File: src/rtl/noc_pkg.sv
// Shared NoC definitions: flit layout, FSM encoding and small helpers.
// The traffic writer builds flits from the same flit_t, so the field positions live only here.
package noc_pkg;

    localparam int FLIT_W_DEF = 16;
    localparam int SEQ_W      = 11;
    localparam int ID_W       = 2;
    localparam int NUM_SRC    = 4;

    // Packed MSB-first: seq [15:5], src [4:3], dest [2:1], valid [0].
    typedef struct packed {
        logic [SEQ_W-1:0] seq;
        logic [ID_W-1:0]  src;
        logic [ID_W-1:0]  dest;
        logic             valid;
    } flit_t;

    typedef enum logic [1:0] {
        ST_IDLE   = 2'd0,
        ST_ACTIVE = 2'd1,
        ST_DONE   = 2'd2
    } rd_state_e;

    function automatic logic [7:0] sat_inc8(input logic [7:0] v);
        return (v == 8'hFF) ? v : v + 8'd1;
    endfunction

endpackage

File: src/rtl/noc_seq_tracker.sv
// Per-source sequence tracker: remembers the next expected seq number and
// flags an out-of-order flit in the same cycle it is presented.
module noc_seq_tracker
    import noc_pkg::*;
(
    input  logic             clk,
    input  logic             reset,
    input  logic             hit,
    input  logic [SEQ_W-1:0] seq,
    output logic             err
);

    logic             synced;
    logic [SEQ_W-1:0] expected;

    // NOTE: sequential state uses non-blocking assignments so every register
    // samples pre-edge values, independent of process ordering.
    always_ff @(posedge clk or posedge reset) begin
        if (reset) begin
            synced   <= 1'b0;
            expected <= '0;
        end else if (hit) begin
            // Both in-order and out-of-order flits resync to seq+1; 11-bit add wraps mod 2048.
            synced   <= 1'b1;
            expected <= seq + SEQ_W'(1);
        end
    end

    // An unsynced source takes its first flit as the reference, never an error.
    assign err = hit && synced && (seq != expected);

endmodule

File: src/rtl/noc_reader.sv
// NoC sink: accepts flits addressed through a router port, counts traffic and
// destination/sequence errors, and reports DONE after a run of idle cycles.
module noc_reader
    import noc_pkg::*;
#(
    parameter int FLIT_W       = FLIT_W_DEF,
    parameter int IDLE_TIMEOUT = 64
) (
    input  logic              clk,
    input  logic              reset,
    input  logic [FLIT_W-1:0] data_in,
    input  logic [1:0]        my_id,
    input  logic              enable,
    output logic [15:0]       rx_count,
    output logic [7:0]        err_dest,
    output logic [7:0]        err_seq,
    output logic [1:0]        last_src,
    output logic [10:0]       last_seq,
    output logic              seq_err,
    output logic              done
);

    localparam int IDLE_CW = $clog2(IDLE_TIMEOUT + 1);

    flit_t              flit;
    logic               accept;
    logic [NUM_SRC-1:0] trk_err;
    logic               any_err;

    assign flit    = flit_t'(data_in[FLIT_W_DEF-1:0]);
    assign accept  = enable && flit.valid;
    assign any_err = |trk_err;

    for (genvar i = 0; i < NUM_SRC; i++) begin : g_trk
        noc_seq_tracker u_trk (
            .clk   (clk),
            .reset (reset),
            .hit   (accept && (flit.src == ID_W'(i))),
            .seq   (flit.seq),
            .err   (trk_err[i])
        );
    end

    always_ff @(posedge clk or posedge reset) begin
        if (reset) begin
            rx_count <= '0;
            err_dest <= '0;
            err_seq  <= '0;
            last_src <= '0;
            last_seq <= '0;
            seq_err  <= 1'b0;
        end else begin
            seq_err <= accept && any_err;
            if (accept) begin
                rx_count <= rx_count + 16'd1;
                last_src <= flit.src;
                last_seq <= flit.seq;
                if (flit.dest != my_id)
                    err_dest <= sat_inc8(err_dest);
                if (any_err)
                    err_seq <= sat_inc8(err_seq);
            end
        end
    end

    rd_state_e          state_q;
    rd_state_e          state_d;
    logic [IDLE_CW-1:0] idle_cnt;

    // Counts consecutive no-flit cycles (enable=0 included) while ACTIVE.
    always_ff @(posedge clk or posedge reset) begin
        if (reset)
            idle_cnt <= '0;
        else if (accept)
            idle_cnt <= '0;
        else if (state_q == ST_ACTIVE && idle_cnt != IDLE_CW'(IDLE_TIMEOUT))
            idle_cnt <= idle_cnt + IDLE_CW'(1);
    end

    always_ff @(posedge clk or posedge reset) begin
        if (reset)
            state_q <= ST_IDLE;
        else
            state_q <= state_d;
    end

    // NOTE: state_d gets a default before the case so no path leaves it
    // unassigned, which would otherwise infer a latch.
    always_comb begin
        state_d = state_q;
        case (state_q)
            ST_IDLE:   if (accept) state_d = ST_ACTIVE;
            // Enter DONE on the same edge the idle counter reaches IDLE_TIMEOUT.
            ST_ACTIVE: if (!accept && idle_cnt == IDLE_CW'(IDLE_TIMEOUT - 1)) state_d = ST_DONE;
            ST_DONE:   if (accept) state_d = ST_ACTIVE;
            default:   state_d = ST_IDLE;
        endcase
    end

    always_comb begin
        done = (state_q == ST_DONE);
    end

endmodule

File: config.mk
export PLATFORM = sky130hd
export DESIGN_NAME = noc_reader
export DESIGN_NICKNAME = d
export VERILOG_FILES = /design/src/rtl/noc_pkg.sv /design/src/rtl/noc_seq_tracker.sv /design/src/rtl/noc_reader.sv
export SDC_FILE = /design/constraint.sdc
export NUM_CORES = 1
export LEC_CHECK = 0
export ABC_AREA = 1
export CAP_MARGIN = 20
export CORE_ASPECT_RATIO = 1.25
export CORE_MARGIN = 4
export CORE_UTILIZATION = 29
export CTS_BUF_LIST = sky130_fd_sc_hd__clkbuf_8 sky130_fd_sc_hd__clkbuf_16
export CTS_CLUSTER_SIZE = 20
export DETAILED_ROUTE_END_ITERATION = 10
export PLACE_DENSITY_LB_ADDON = 0.25
export SLEW_MARGIN = 0
export SYNTH_ARGS = -nofsm -noshare
export SYNTH_HDL_FRONTEND = slang
export SYNTH_HIERARCHICAL = 1
export SYNTH_SLANG_ARGS = --single-unit
File: constraint.sdc
create_clock -name clk -period 2.3 [get_ports clk]
set_input_delay 0.46 -clock clk [delete_from_list [all_inputs] [get_ports clk]]
set_output_delay 0.46 -clock clk [all_outputs]
set_load 0.01 [all_outputs]
Placement view:
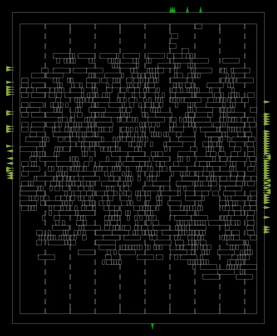
inserted tap cell count: 274
Core Box Area: 0.02104 mm²
register share of the cell area: 0.3179

A small window of the routed layout:
Window x 95 to 115, y 119 to 139 µm. Cells in grey, sequential cells in the stronger grey; small squares are vias.
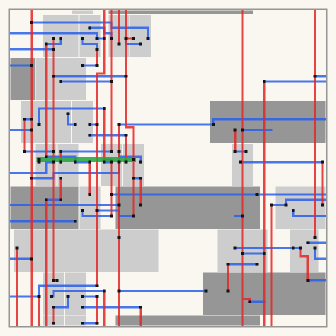
| layer | colour |
|---|---|
| metal 2 | red |
| metal 1 | blue |
| metal 3 | green |
cells with their middle in the window: 22
most frequent: nand2_1 (9), xnor2_1 (3), dfrtp_1 (3)
sequential cells in the window: 3
netlist names of flops here include: rx_count (2), err_seq (1)

Cell density map:
The die is cut into 14 by 17 equal tiles; white is low, dark blue is high, 0 to 100% covered.
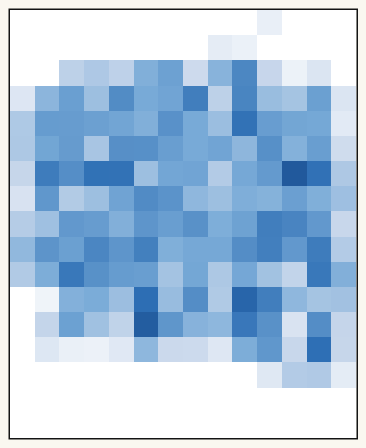
emptiest ninth of the die: bottom left
tiles over 75% full: 1.7%
mean over tiles: 32%
nearly empty tiles: 29%
fullest tile: 83%
pre-placement core utilization: 0.2976
final core area utilization: 0.3854

Ports around the boundary:
The bar under the picture is 50 µm long. Pins as bars across the die edge, other pins in grey.
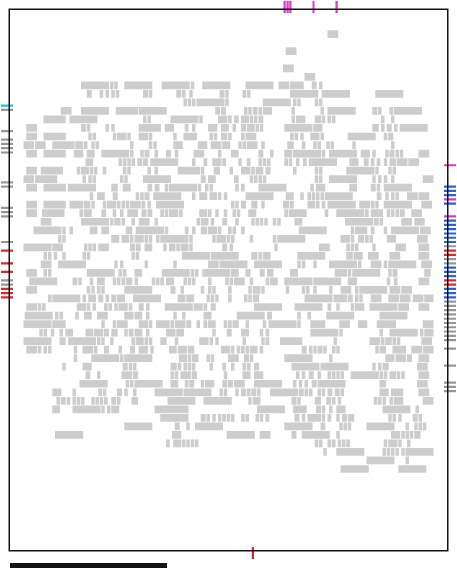
| port | colour | pins | direction | edge |
|---|---|---|---|---|
| err_seq | magenta | 8 | output | 5 top, 3 right |
| last_seq | red | 11 | output | 6 left, 4 right, 1 bottom |
| clk | cyan | 1 | input | left |
| rx_count | blue | 16 | output | right |
all pins by edge: 41 right, 21 left, 5 top, 1 bottom
total of buffers placed on input and output ports: 67
Die Y-Extent: 172.3 µm

Cells by drive strength:
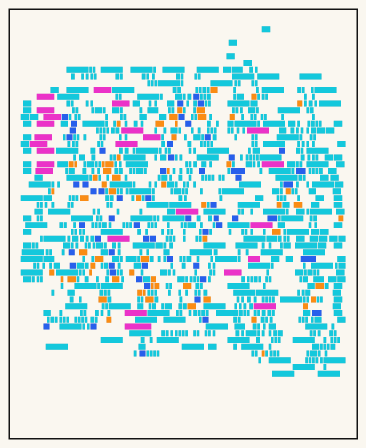
| size | colour | cells |
|---|---|---|
| _0 and _1 cells | cyan | 861 |
| _3 and _4 cells | blue | 58 |
| _2 cells | orange | 61 |
| _6 and larger | magenta | 24 |
post-route cell area: 0.008109 mm²
worst path setup slack after routing: 0.2681 ns
number of non-clock buffers: 130
synthesis-to-layout area growth: 29.52%

==> metrics.csv <==
metric,value,unit
antennaDiodeCount,0,
synthDistinctLibCells,34,
finalSetupTns,0,ns
enable_flop_cells,0,
detail_route.wl_per_cell,12.40,µm
most_common_cell_after_layout_fill_and_taps_aside,nand2_1,
share_comb_of_total_power,0.269,
buffers_plus_inverters_on_the_worst_setup_path,5,
hp-class,reg2reg,
yosys.stat.chipArea,0.006261,mm²
die_area,0.02402,mm²
die_w,139.4,µm
wire_length_of_the_first_global_routing_pass,26.59,mm
min_path_cells,1,
worstPathRequired,2.54,ns
worst_r2r_startpoint,g_trk[2].u_trk/expected[4]$_DFFE_PP0P_,
grt_pass1_vias,5448,
drt-vias-per-instance,4.360,
max_stage_delay,0.44,ns
worst-path-max-fanout,12,
max_slew_margin,0.6570,
regToRegEndpoint,err_seq[5]$_DFFE_PP0P_,
critical_path_capture_point_type,flop,
tightestPinTransition,0.5139,ns
final.fill_count,2212,
setup.worst_path.end,err_seq[5]$_DFFE_PP0P_,
cts-root-to-sink-buffers,2,
postSynth.topFlopCell,dfrtp_1,
final_net_count,1031,
clock_latency_on_the_worst_skew_pair,0.35,ns
min_from,g_trk[0].u_trk/synced$_DFFE_PP0P_,
post_route_cells_drive_above_1_share,0.1424,
part_of_the_power_in_the_clock_network,0.283,
setup_viol,0,
finalHoldViolCount,0,
tritoncts,yes,
critical_path.slowest_cell,clkdlybuf4s50_1,
gp_congestion,0.8086,
timing.fmax,0.4921,GHz
path_depth,17,
timing.critical_path.cells,clkdlybuf4s50_1 > buf_12 > inv_1 > nand2_1 > nand2_1 > nand2_1 > nor2_1 > nand3_1 > nand2_1 > inv_1 > nor2_1 > nand3_1 > nand2_1 > nor2_2 > buf_4 > nand2_1 > nand2_1,
timing.final.crit_period,2.032,ns
drt_iter0_markers,348,
synthArstFlopShare,1.000,
cts.sinks,103,
grt_antenna_before_repair,2,
outcome,"complete, no violations",
cp_top_family,simple AND/OR/NAND/NOR gates,
rsz0062_at_grt,false,
routed_wl,15.84,mm
max-cap-violations,0,
sw_share,0.3171,
worst_ep_arrival_time,2.27,ns
pre_cts_ws,-0.1150,ns
clk_pin_slew_worst_paths,0.07,ns
drc_errors,0,
post_cts_hold_buffer_count,0,
ys_cells,874,
synthesis.area,0.006261,mm²
cts_htree_levels,3,
seq_power_share,0.448,
cts_made_buffers,9,
static-leakage-power,4.136,nW
placed_cells_incl_taps,1264,
placedInstanceArea,0.007823,mm²
r2r.worst_path.cells,15,
global_route.overflow_total,0,
clock-skew-final,0.01050,ns
detailed_placer_s_ending_hpwl,11.97,mm
synth-seq-cells,103,
irDropWorstVdd,0.0003966,V
synthMostInstantiatedCell,nand2_1,
design_power_total,5.438,mW
mappedNetlistNets,904,
-- final cells by class --
class	instances	area, µm²	share of cell area
clock buffers	10	239.0	0.02947
clock inverters	4	47.55	0.005863
inverters	130	490.5	0.06048
multi-input cells	627	3105	0.3830
flip-flops and latches	103	2577	0.3179
well taps	274	342.8	0.04228
repair buffers	130	1306	0.1611
-- flip-flops by register name (all words and copies together), names as in the netlist --
register and count:
err_dest 8, err_seq 8, g_trk.u_trk/expected 44, g_trk.u_trk/synced 4
idle_cnt 7, last_seq 11, last_src 2, rx_count 16
seq_err 1, state_q 2
-- power by group through the flow --
stage	Clock, mW	Sequential [mW]	Combinational, mW
after floorplan	0	2.46	0.811
after global placement	0	2.48	1.46
after detailed placement	0	2.47	1.48
after CTS	1.60	2.44	1.49
after global routing	1.67	2.49	1.66
final	1.54	2.44	1.46
-- layer usage --
metal / part of all wire / wire [µm] / track usage / vias to the layer above
met3: 0.055 / 868 / 0.02711 / 20
met2: 0.47 / 7371 / 0.2333 / 103
met1: 0.46 / 7298 / 0.1751 / 2526
met5: 0.0020 / 32 / 0 / -
li1: - / - / - / 2919
met4: 0.017 / 274 / 0.04085 / 4
-- kinds of logic (layout without fill, tap and decap cells) --
kind of cell / after synthesis / in the layout / share of synthesized area
flops: 103 / 103 / 0.4117
fa+ha+maj: 9 / 9 / 0.01799
xor+xnor: 48 / 48 / 0.06715
buf+inv: 144 / 274 / 0.09233
simple gates: 515 / 515 / 0.3587
compound gates: 55 / 55 / 0.05216
Power and IR drop assume default switching activity.
